[config.mk]
export PLATFORM = sky130hd
export DESIGN_NAME = uart_tx_arbiter
export DESIGN_NICKNAME = d
export VERILOG_FILES = /design/src/rtl/uart_tx_arbiter.sv
export SDC_FILE = /design/constraint.sdc
export NUM_CORES = 1
export LEC_CHECK = 0
export ABC_AREA = 0
export CAP_MARGIN = 20
export CORE_MARGIN = 5
export CORE_UTILIZATION = 43
export DETAILED_ROUTE_END_ITERATION = 8
export PLACE_DENSITY = 0.95
export SETUP_SLACK_MARGIN = 0.1
export SYNTH_ARGS = -nofsm -noshare
export SYNTH_HDL_FRONTEND = slang
export SYNTH_SLANG_ARGS = --single-unit
[constraint.sdc]
create_clock -name CLK -period 3 [get_ports CLK]
set_clock_uncertainty 0.15 [all_clocks]
set_input_delay 0.6 -clock CLK [delete_from_list [all_inputs] [get_ports CLK]]
set_output_delay 0.6 -clock CLK [all_outputs]
set_load 0.01 [all_outputs]
[src/rtl/uart_tx_arbiter.sv]
// ============================================================================
//  Module   : uart_tx_arbiter
//  Purpose  : round-robin sharing of one UartTx serializer among N_REQ byte
//             requesters; one byte per tx_we pulse, one-cycle ack per launch.
//  Options  : UART_ARB_HDR_EN - each grant sends a header frame (8'hA0|id)
//             before the requester's data frame.
//  Revision : 1.0  initial release
// ============================================================================
`default_nettype none

module uart_tx_arbiter #(
  parameter int N_REQ = 4,
  parameter int ID_W  = 2
) (
  input  logic               CLK,
  input  logic               RST_X,
  input  logic [N_REQ-1:0]   req_valid,
  input  logic [8*N_REQ-1:0] req_data,
  output logic [N_REQ-1:0]   req_ack,
  output logic [7:0]         tx_data,
  output logic               tx_we,
  input  logic               tx_ready,
  output logic [ID_W-1:0]    grant_id,
  output logic               busy
);

`ifdef UART_ARB_HDR_EN
  typedef enum logic [1:0] {
    S_IDLE  = 2'd0,
    S_ISSUE = 2'd1,
    S_GUARD = 2'd2,
    S_WAIT  = 2'd3
  } state_t;
`else
  typedef enum logic [1:0] {
    S_IDLE  = 2'd0,
    S_GUARD = 2'd2,
    S_WAIT  = 2'd3
  } state_t;
`endif

  state_t             state_q,    state_d;
  logic [ID_W-1:0]    rr_ptr_q,   rr_ptr_d;
  logic [N_REQ-1:0]   req_ack_q,  req_ack_d;
  logic [7:0]         tx_data_q,  tx_data_d;
  logic               tx_we_q,    tx_we_d;
  logic [ID_W-1:0]    grant_id_q, grant_id_d;
  logic               busy_q,     busy_d;
`ifdef UART_ARB_HDR_EN
  logic               hdr_q,      hdr_d;
`endif

  logic [ID_W-1:0]    sel;
  logic [ID_W-1:0]    idx;
  logic               found;

  // Search starts one past the last grant so every requester gets a turn.
  always_comb begin
    sel   = '0;
    idx   = '0;
    found = 1'b0;
    for (int k = 1; k <= N_REQ; k++) begin
      idx = ID_W'((int'(rr_ptr_q) + k) % N_REQ);
      if (!found && req_valid[idx]) begin
        found = 1'b1;
        sel   = idx;
      end
    end
  end

  always_comb begin
    state_d    = state_q;
    rr_ptr_d   = rr_ptr_q;
    req_ack_d  = '0;
    tx_data_d  = tx_data_q;
    tx_we_d    = 1'b0;
    grant_id_d = grant_id_q;
    busy_d     = busy_q;
`ifdef UART_ARB_HDR_EN
    hdr_d      = hdr_q;
`endif
    case (state_q)
      S_IDLE: begin
        if (tx_ready && found) begin
          tx_we_d    = 1'b1;
          grant_id_d = sel;
          rr_ptr_d   = sel;
          busy_d     = 1'b1;
          state_d    = S_GUARD;
`ifdef UART_ARB_HDR_EN
          tx_data_d  = 8'hA0 | {{(8-ID_W){1'b0}}, sel};
          hdr_d      = 1'b1;
`else
          tx_data_d  = req_data[{sel, 3'b000} +: 8];
          req_ack_d  = {{(N_REQ-1){1'b0}}, 1'b1} << sel;
`endif
        end
      end
`ifdef UART_ARB_HDR_EN
      S_ISSUE: begin
        tx_data_d = req_data[{grant_id_q, 3'b000} +: 8];
        tx_we_d   = 1'b1;
        req_ack_d = {{(N_REQ-1){1'b0}}, 1'b1} << grant_id_q;
        state_d   = S_GUARD;
      end
`endif
      // UartTx ready still reflects the pre-launch state here.
      S_GUARD: state_d = S_WAIT;
      S_WAIT: begin
        if (tx_ready) begin
`ifdef UART_ARB_HDR_EN
          if (hdr_q) begin
            hdr_d   = 1'b0;
            state_d = S_ISSUE;
          end else begin
            busy_d  = 1'b0;
            state_d = S_IDLE;
          end
`else
          busy_d  = 1'b0;
          state_d = S_IDLE;
`endif
        end
      end
      default: state_d = S_IDLE;
    endcase
  end

  always_ff @(posedge CLK or negedge RST_X) begin
    if (!RST_X) begin
      state_q    <= S_IDLE;
      rr_ptr_q   <= ID_W'(N_REQ - 1);
      req_ack_q  <= '0;
      tx_data_q  <= 8'h00;
      tx_we_q    <= 1'b0;
      grant_id_q <= '0;
      busy_q     <= 1'b0;
`ifdef UART_ARB_HDR_EN
      hdr_q      <= 1'b0;
`endif
    end else begin
      state_q    <= state_d;
      rr_ptr_q   <= rr_ptr_d;
      req_ack_q  <= req_ack_d;
      tx_data_q  <= tx_data_d;
      tx_we_q    <= tx_we_d;
      grant_id_q <= grant_id_d;
      busy_q     <= busy_d;
`ifdef UART_ARB_HDR_EN
      hdr_q      <= hdr_d;
`endif
    end
  end

  assign req_ack  = req_ack_q;
  assign tx_data  = tx_data_q;
  assign tx_we    = tx_we_q;
  assign grant_id = grant_id_q;
  assign busy     = busy_q;

endmodule

`default_nettype wire

Fig. 1: run 1, close-up of the layout
Window x 16 to 46, y 16 to 46 µm. Cells in grey, sequential cells in the stronger grey; small squares are vias.
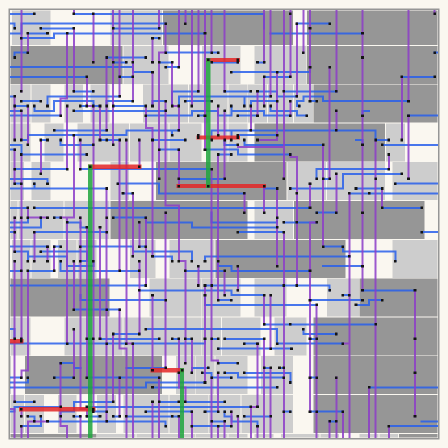
[met3] red
[met1] blue
[met4] green
[met2] purple
most frequent: nor2_1 (15), dfrtp_1 (14), nand2_1 (6)
netlist names of flops here include: tx_data (6), req_ack (4), rr_ptr_q (2)
sequential cells in the window: 16
cells with their middle in the window: 75

Fig. 2: run 1, routed metal, one colour a layer
(6 px per µm) Two of the layers only.
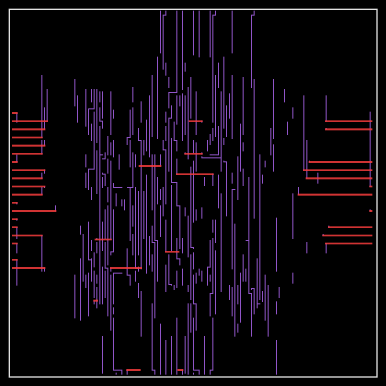
[met2] purple | wire length: 1450 µm
[met3] red | wire length: 178 µm
GRT Total Usage: 0.167
Routed WL per cell: 14.5 µm
DRT Wirelength: 2850 µm
via count: 1084

Fig. 3: run 1, selected gate families
(6 px per µm)
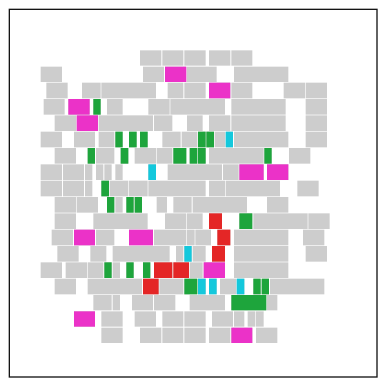
[NOR gates] green | cells: 24
[AND and OR gates] red | cells: 6
[inverters] cyan | cells: 6
[multiplexers] magenta | cells: 11
Comb/total area: 0.321
non-filler cells, final: 196
Commonest Layout Cell: clkdlybuf4s50_1

==> summary.txt, run 1 <==
impl run done, here's what came out: die height=61.0 µm, area leader, netlist=dfrtp_1, worst-path fanout max=16, core area=2480 µm², Starting DRT DRC Count=29, CTS tree=done, DP HPWL=2270 µm, Setup crit end kind=register, Syn Area/Cell=9.91 µm², Pre-antenna DRT Iters=4, CTS sink cnt=20, row cnt=18, Synth top cell by count=nor2_1, outcome=finished, final reports clean, antenna fix cells=0, Area leader share=0.402, worst slew pin tran=0.843 ns, ranking of synthesized cells by area=dfrtp_1, mux2i_1, nor2_1, a221oi_1, a211oi_1, LEAKAGE=0.737 nW, peak supply drop=0.381 mV, syn nets=152, first-pass GRT wire length=4720 µm, design area=1690 µm², CP Class=in -> reg, Synth Cell Area=1120 µm², die area=3720 µm², HP Class=reg -> reg, total negative setup slack=0 ns, Nets=206, Clock Pin Slew Worst Setup and Hold Paths=0.11 ns, Flops after synth=20, Clk Latency, worst-skew pair=0.30 ns, maxcap violations=0, fraction of registers with async set/reset=1.00, Startpoint Class=input port, Post-synth top cells=nor2_1, dfrtp_1, nand2_1
==> run 1: per-stage QoR <==
step | worst slack [ns] | hold WS [ns]
after global placement | -0.146 | 0.339
after global routing | 0.265 | 0.417
after floorplan | 1.05 | 0.154
after detailed placement | -0.308 | 0.357
final | 0.446 | 0.382
after CTS | 0.295 | 0.383
==> run 1: flip-flops by register name (all words and copies together), names as in the netlist <==
signal and flops:
tx_data 8, req_ack 4, state_q 2, busy 1, rr_ptr_q 2, tx_we 1, grant_id 2
==> run 1: path summary, 6_finish.rpt <==
path                                    startpoint  cells past startpoint                     end  slack (ns)
min                               busy$_DFFE_PN0P_                      2        busy$_DFFE_PN0P_        0.38
min reg2reg                       busy$_DFFE_PN0P_                      2        busy$_DFFE_PN0P_        0.38
min in group asynchronous                    RST_X                      1  tx_data[2]$_DFFE_PN0P_        0.62
max in group asynchronous                    RST_X                      1  tx_data[4]$_DFFE_PN0P_        1.55
max                                   req_valid[2]                      6  tx_data[6]$_DFFE_PN0P_        0.45
max reg2reg                rr_ptr_q[1]$_DFFE_PN1P_                      5  tx_data[6]$_DFFE_PN0P_        0.90
==> run 1: cell type report <==
type                            count  area (µm²)
Multi-Input combinational cell     81         542
Clock buffer                        4        36.3
Timing Repair Buffer               55         548
Tap cell                           30        37.5
Sequential cell                    20         503
Fill cell                         196         788
Inverter                            6        22.5
==> run 1: placed cells by master (no fill, tap or decap) <==
cell	n
a211oi_1	8
or3b_1	1
buf_4	1
inv_1	6
a31oi_1	1
dfrtp_1	18
clkdlybuf4s50_1	54
nor3_4	1
o22ai_1	1
o32a_2	1
and2_1	1
mux2_2	2
and3_1	2
nor2_1	20
a221oi_1	8
mux2i_1	9
o41ai_2	1
nand2_1	12
or2b_1	1
clkbuf_8	1
clkbuf_4	3
a21oi_1	1
and2_2	1
nand3_2	1
o21ai_0	3
o21ai_2	1
a21o_4	1
a21boi_0	1
dfstp_2	2
nor2b_1	3
==> run 1: report_power, final <==
group          internal (mW)  switching [mW]  leakage, nW
Clock                 0.0740          0.0800       0.0210
Sequential             0.379          0.0813        0.237
Combinational          0.307           0.259        0.479
Total                  0.761           0.420        0.737
==> run 1: repair_timing <==
action	CTS	global route
buffers inserted	0	0
setup endpoints to repair	8	1
resized	1	1
==> run 1: cells by family (layout without fill, tap and decap cells) <==
group	Yosys count	count (layout)	synth area share
AOI/OAI and AO/OA	27	27	0.198
buffers and inverters	12	65	0.0771
DFF	20	20	0.449
muxes	11	11	0.101
and+or+nand+nor	43	43	0.175
==> run 1: worst max-delay path: stages <==
cell and delay, ns:
clkdlybuf4s50_1 0.55, o41ai_2 0.12, nor3_4 0.48, nand3_2 0.36
a221oi_1 0.37, a211oi_1 0.09
==> run 1: routing by layer <==
metal / wire, µm / track usage / part of all wire
met5: 0 / 0 / 0
met3: 178 / 0.0231 / 0.062
met4: 72 / 0.0991 / 0.025
met2: 1450 / 0.285 / 0.51
met1: 1150 / 0.200 / 0.40
==> run 2: changes to the inputs <==
--- a/config.mk
+++ b/config.mk
@@ -10,6 +10,7 @@
 export CORE_MARGIN = 5
 export CORE_UTILIZATION = 43
 export DETAILED_ROUTE_END_ITERATION = 8
+export HOLD_SLACK_MARGIN = 0.03
 export PLACE_DENSITY = 0.95
 export SETUP_SLACK_MARGIN = 0.1
 export SYNTH_ARGS = -nofsm -noshare
Fig. 4: run 2, wire density map
(4 px per µm) The die is cut into 12 by 12 equal tiles; dark purple is low, yellow is high, scaled to the fullest tile. Values are wire area over tile area, all layers added.
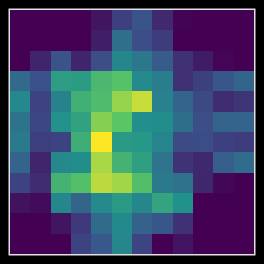
fullest tile: 0.44
densest ninth of the die: centre
mean over tiles: 0.12
tiles over half the peak: 18%
nearly empty tiles: 25%

Fig. 5: run 2, routed metal, one colour a layer
(6 px per µm) Two of the layers only.
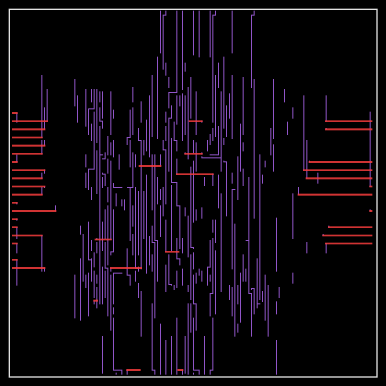
[met3] red | wire length: 178 µm
[met2] purple | wire length: 1450 µm

==> run 2 against run 1 <==
Compared with the run above: core utilization did not move; design area did not move; critical endpoint unchanged; synthesized cell count did not move; fmax did not move; critical path depth did not move; register-to-register slack barely moved; synthesized area did not move; largest cell class unchanged; routed wire length did not move; clock-buffer cell count did not move; first-iteration DRC count did not move.
==> summary.txt, run 2 <==
impl run done, here's what came out: Starting DRT DRC Count=29 (unchanged), Pre-antenna DRT Iters=4 (unchanged), postcts setup bufs=0 (unchanged), CTS tree=done, DRT Wirelength=2850 µm (unchanged), maxcap violations=0 (unchanged), DP HPWL=2270 µm (unchanged), layout cells sized above 1=0.0964, Largest register FFs=8 (unchanged), pre-CTS WS=-0.308 ns (unchanged), Setup crit end kind=register, cells after synthesis=113, die extent in x=61.0 µm, worst-path fanout max=16 (unchanged), peak supply drop=0.381 mV (unchanged), Startpoint Class=input port, Synth Cell Area=1120 µm² (unchanged), Area Growth Syn to Fin=50.8%, switching share of total power=0.356 (unchanged), total negative setup slack=0 ns (unchanged), WP data required=3.01 ns, Hold WS=0.382 ns (unchanged), most common logic cells in the final layout=clkdlybuf4s50_1, nor2_1, dfrtp_1, CTS hold repair buffers=0, area leader, netlist=dfrtp_1, clock power share=0.130 (about the same), fraction of registers with async set/reset=1.00 (unchanged), first-pass GRT wire length=4720 µm (unchanged), ranking of synthesized cells by area=dfrtp_1, mux2i_1, nor2_1, a221oi_1, a211oi_1, Area leader share=0.402 (unchanged), antenna fix cells=0 (unchanged), syn nets=152 (unchanged), worst slew pin tran=0.843 ns (unchanged), outcome=finished, final reports clean, NetSw=0.420 mW (unchanged), non-filler cells, final=196 (unchanged), Post-synth top cells=nor2_1, dfrtp_1, nand2_1, HP Class=reg -> reg, Nets=206 (unchanged), CTS sink cnt=20 (unchanged), Syn Area/Cell=9.91 µm² (unchanged), DP Area=1640 µm², Log Warnings=26, FP Core Util=0.452, core area=2480 µm² (unchanged), die height=61.0 µm (unchanged), yosys stat area=1120 µm², Final Wtd Congestion=0.977, Final Max Tran Viols=0, CP Class=in -> reg, Logic area=542 µm² (unchanged), Int Pwr=0.761 mW (unchanged), via count=1084 (unchanged), pwr dens=699 nW/µm², FILL cells=196 (unchanged), htree depth=1, initial antenna violation count=0, # resized after CTS=1 (unchanged), total power=1.18 mW, Ports=55, row cnt=18 (unchanged), design area=1690 µm² (unchanged), sequential share of power=0.390 (about the same), Synth top cell by count=nor2_1, GRT Total Usage=0.167 (unchanged), Clk Latency, worst-skew pair=0.30 ns (about the same), combinational share of power=0.479 (about the same), Final Hold Fails=0, Routed WL per cell=14.5 µm (unchanged), Clock Pin Slew Worst Setup and Hold Paths=0.11 ns (about the same), register area=503 µm² (unchanged), synth warn=0, die area=3720 µm² (unchanged), Bufs on Longest Clock Path=2, LEAKAGE=0.737 nW (unchanged), Flops after synth=20 (unchanged), Commonest Layout Cell=clkdlybuf4s50_1, PnR worst setup slack=0.446 ns (unchanged), Setup Viol. Count Final=0, CTS buffer count=3
[run 2: cell counts after synthesis]
Identical to the previous run, type by type.
[run 2: critical path: stages]
cell and delay, ns:
clkdlybuf4s50_1 0.55, o41ai_2 0.12, nor3_4 0.48, nand3_2 0.36, a221oi_1 0.37, a211oi_1 0.09
[run 2: metal layers]
layer	wire, µm	share of wire	vias up	GRT usage
li1	-	-	514	-
met1	1150	0.40	518	0.200
met2	1450	0.51	44	0.285
met3	178	0.062	8	0.0231
met4	72	0.025	0	0.0991
met5	0	0	-	0
[run 2: cell families (layout without fill, tap and decap cells)]
| kind of cell | after synthesis | in the layout | share of synthesized area |
|---|---|---|---|
| AND/OR/NAND/NOR | 43 | 43 | 0.175 |
| buffers and inverters | 12 | 65 | 0.0771 |
| AND-OR/OR-AND | 27 | 27 | 0.198 |
| flip-flops | 20 | 20 | 0.449 |
| multiplexers | 11 | 11 | 0.101 |
[run 2: final cells by class]
type / instances / area share
tap: 30 / 0.0222
sequential: 20 / 0.298
timing repair buffer: 55 / 0.324
inverter: 6 / 0.0133
clock buffer: 4 / 0.0215
multi-input combinational: 81 / 0.321
[run 2: path summary, 6_finish.rpt]
path                                         start                endpoint  slack (ns)  depth (start not counted)
min                               busy$_DFFE_PN0P_        busy$_DFFE_PN0P_        0.38                          2
max                                   req_valid[2]  tx_data[6]$_DFFE_PN0P_        0.45                          6
min in group asynchronous                    RST_X  tx_data[2]$_DFFE_PN0P_        0.62                          1
min reg2reg                       busy$_DFFE_PN0P_        busy$_DFFE_PN0P_        0.38                          2
max in group asynchronous                    RST_X  tx_data[4]$_DFFE_PN0P_        1.55                          1
max reg2reg                rr_ptr_q[1]$_DFFE_PN1P_  tx_data[6]$_DFFE_PN0P_        0.90                          5
[run 2: power groups by stage]
stage / sequential [mW] / clock [mW] / combinational (mW)
6_report: 0.461 / 0.154 / 0.566
5_1_grt: 0.479 / 0.166 / 0.613
2_1_floorplan: 0.485 / 0 / 0.307
4_1_cts: 0.461 / 0.153 / 0.568
3_3_place_gp: 0.457 / 0 / 0.547
3_5_place_dp: 0.464 / 0 / 0.565
Fig. 6: run 2, close-up of the layout
Window x 16 to 46, y 16 to 46 µm. Cells in grey, sequential cells in the stronger grey; small squares are vias.
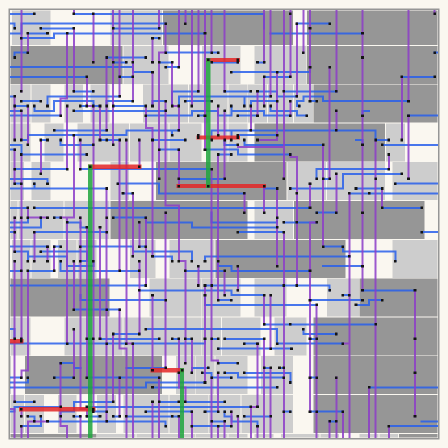

==> run 3: changes to the inputs <==
--- a/config.mk
+++ b/config.mk
@@ -7,7 +7,6 @@
 export LEC_CHECK = 0
 export ABC_AREA = 0
 export CAP_MARGIN = 20
-export CORE_MARGIN = 5
 export CORE_UTILIZATION = 43
 export DETAILED_ROUTE_END_ITERATION = 8
 export HOLD_SLACK_MARGIN = 0.03
Fig. 7: run 3, close-up of the layout
Window x 12 to 42, y 12 to 42 µm. Cells in grey, sequential cells in the stronger grey; small squares are vias.
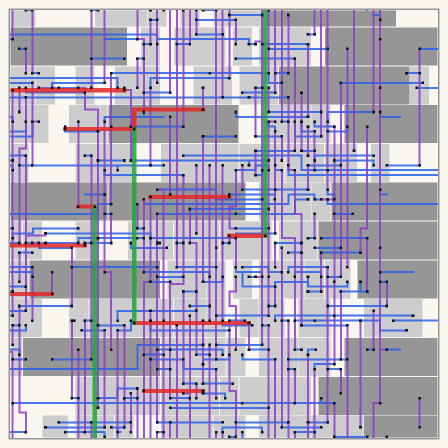
[met2] purple
[met4] green
[met3] red
[met1] blue
sequential cells in the window: 15
netlist names of flops here include: tx_data (6), req_ack (3), grant_id (2)
cells with their middle in the window: 77
most frequent: nor2_1 (15), dfrtp_1 (13), a221oi_1 (6)

Fig. 8: run 3, routed metal, one colour a layer
(8 px per µm) Two of the layers only.
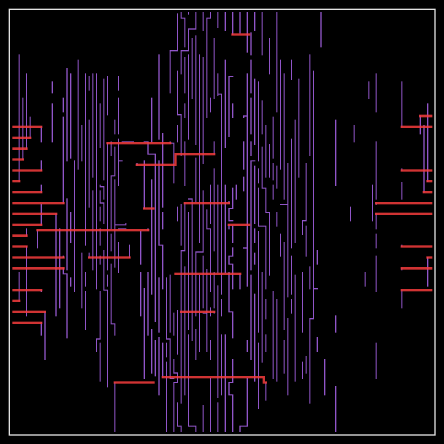
[met3] red | wire length: 173 µm
[met2] purple | wire length: 1710 µm
via count: 1083
GRT Total Usage: 0.235
Routed WL per cell: 15.4 µm
DRT Wirelength: 3010 µm

==> run 3 against run 2 <==
Compared with the run above: global-route usage rose by 6.7 points; clock-buffer cell count did not move; critical endpoint unchanged; synthesized area did not move.
==> summary.txt, run 3 <==
impl run done, here's what came out: outcome=finished, final reports clean, htree depth=1 (unchanged), CTS hold repair buffers=0 (unchanged), worst slew pin tran=0.868 ns (+0.0247 ns), Flops after synth=20 (unchanged), Reg2Reg Setup Slack=0.74 ns (-0.16 ns), HP Class=reg -> reg, largest net degree at the start of global routing=23, Logic area=537 µm² (-0.92%), Setup crit end=tx_data[6]$_DFFE_PN0P_, LEAKAGE=0.736 nW (about the same), Nets=206 (unchanged), Ports=55 (unchanged), ranking of synthesized cells by area=dfrtp_1, mux2i_1, nor2_1, a221oi_1, a211oi_1, core area=2480 µm² (unchanged), initial antenna violation count=0 (unchanged), Final Hold Fails=0 (unchanged), register area=503 µm² (unchanged), row cnt=18 (unchanged), Worst R2R Start=state_q[1]$_DFFE_PN0P_, synth warn=0 (unchanged), fraction of registers with async set/reset=1.00 (unchanged), cells after synthesis=113 (unchanged), die extent in x=53.0 µm (-13%), Synth Cell Area=1120 µm² (unchanged), FP Core Util=0.452 (unchanged), Startpoint Class=input port, layout cells sized above 1=0.0904 (-0.00602), Syn Area/Cell=9.91 µm² (unchanged), hold path cells=1 (-1), WP data required=3.03 ns (+0.02 ns), CTS tree=done, first-pass GRT wire length=4600 µm (-2.6%), yosys cell count=113, Post-synth top cells=nor2_1, dfrtp_1, nand2_1, Commonest Layout Cell=clkdlybuf4s50_1, Setup crit end kind=register, vias per std cell=5.53, CTS sink cnt=20 (unchanged), die area=2810 µm² (-24%), pwr dens=708 nW/µm² (+1.3%), Clk Latency, worst-skew pair=0.31 ns (about the same), Arr. time, crit path=2.75 ns, antenna fix cells=0 (unchanged), Final Wtd Congestion=0.786 (-20%), total negative setup slack=0 ns (unchanged), Slowest Stage Delay on Critical Path=0.55 ns (about the same), area leader, netlist=dfrtp_1, DP HPWL=2270 µm (-0.32%), peak supply drop=0.423 mV (+11%), PnR worst setup slack=0.279 ns (-0.167 ns), pre-CTS WS=-0.258 ns (+0.0496 ns), CP max-delay cell=clkdlybuf4s50_1, CP cell instances=clkdlybuf4s50_1 -> o41ai_2 -> nor3_4 -> nand3_1 -> a221oi_1 -> a211oi_1, Largest register FFs=8 (unchanged), Clock Pin Slew Worst Setup and Hold Paths=0.11 ns (about the same), Reg2Reg Capture Point=tx_data[6]$_DFFE_PN0P_, Bufs on Longest Clock Path=2 (unchanged), Area Growth Syn to Fin=50.4%, CTS buffer count=3 (unchanged), total power=1.19 mW (+1.0%), Area leader share=0.402 (unchanged), worst-path fanout max=16 (unchanged), Starting DRT DRC Count=17 (-41%), crit path from=req_valid[1], die height=53.0 µm (-13%), Final Max Tran Viols=0 (unchanged)
run 3: where the power goes:
part,internal [mW],switching [mW]
clock,0.0742,0.0861
combinational,0.307,0.264
sequential,0.379,0.0816
total,0.761,0.432
run 3: layout make-up:
type	count	share of cell area
clock buffers	4	0.0215
inverters	6	0.0134
multi-input cells	81	0.319
flip-flops and latches	20	0.299
well taps	30	0.0223
repair buffers	55	0.325
run 3: per-stage QoR:
step / hold WS (ns) / instance area [µm²] / instances
floorplan: 0.154 / 1120 / 113
global placement: 0.336 / 1640 / 192
detailed placement: 0.348 / 1640 / 192
CTS: 0.374 / 1680 / 196
global route: 0.397 / 1680 / 196
finish: 0.369 / 1680 / 196
run 3: worst min path at each step:
stage                            start                      end  slack [ns]
2_1_floorplan                    RST_X         busy$_DFFE_PN0P_        0.15
3_3_place_gp          busy$_DFFE_PN0P_         busy$_DFFE_PN0P_        0.34
3_5_place_dp   grant_id[0]$_DFFE_PN0P_  grant_id[0]$_DFFE_PN0P_        0.35
4_1_cts        grant_id[0]$_DFFE_PN0P_  grant_id[0]$_DFFE_PN0P_        0.37
5_1_grt        grant_id[0]$_DFFE_PN0P_  grant_id[0]$_DFFE_PN0P_        0.40
6_report       grant_id[0]$_DFFE_PN0P_  grant_id[0]$_DFFE_PN0P_        0.37
run 3: cells by family (layout without fill, tap and decap cells):
kind of cell	count (synthesis)	after routing	synth area share
AND/OR/NAND/NOR	43	43	0.175
AND-OR/OR-AND	27	27	0.198
flip-flops	20	20	0.449
buffers and inverters	12	65	0.0771
multiplexers	11	11	0.101
run 3: repair_timing:
item / 4_1_cts / 5_1_grt
setup endpoints to repair: 8 / 0
gates resized: 1 / 0
setup buffers: 0 / 0
run 3: layer usage:
metal  track usage  wire length [µm]  vias to the layer above
li1              -                 -                      513
met1         0.233              1070                      516
met2         0.451              1710                       48
met3        0.0402               172                        6
met4         0.127                59                        0
met5             0                 0                        -
run 3: critical path, delay by kind of cell:
family	cells	cell delay [ns]
simple gates	2	0.97
compound gates	3	0.62
buf+inv	1	0.55
Power figures rest on the tool's default switching activity, not on a simulated workload.
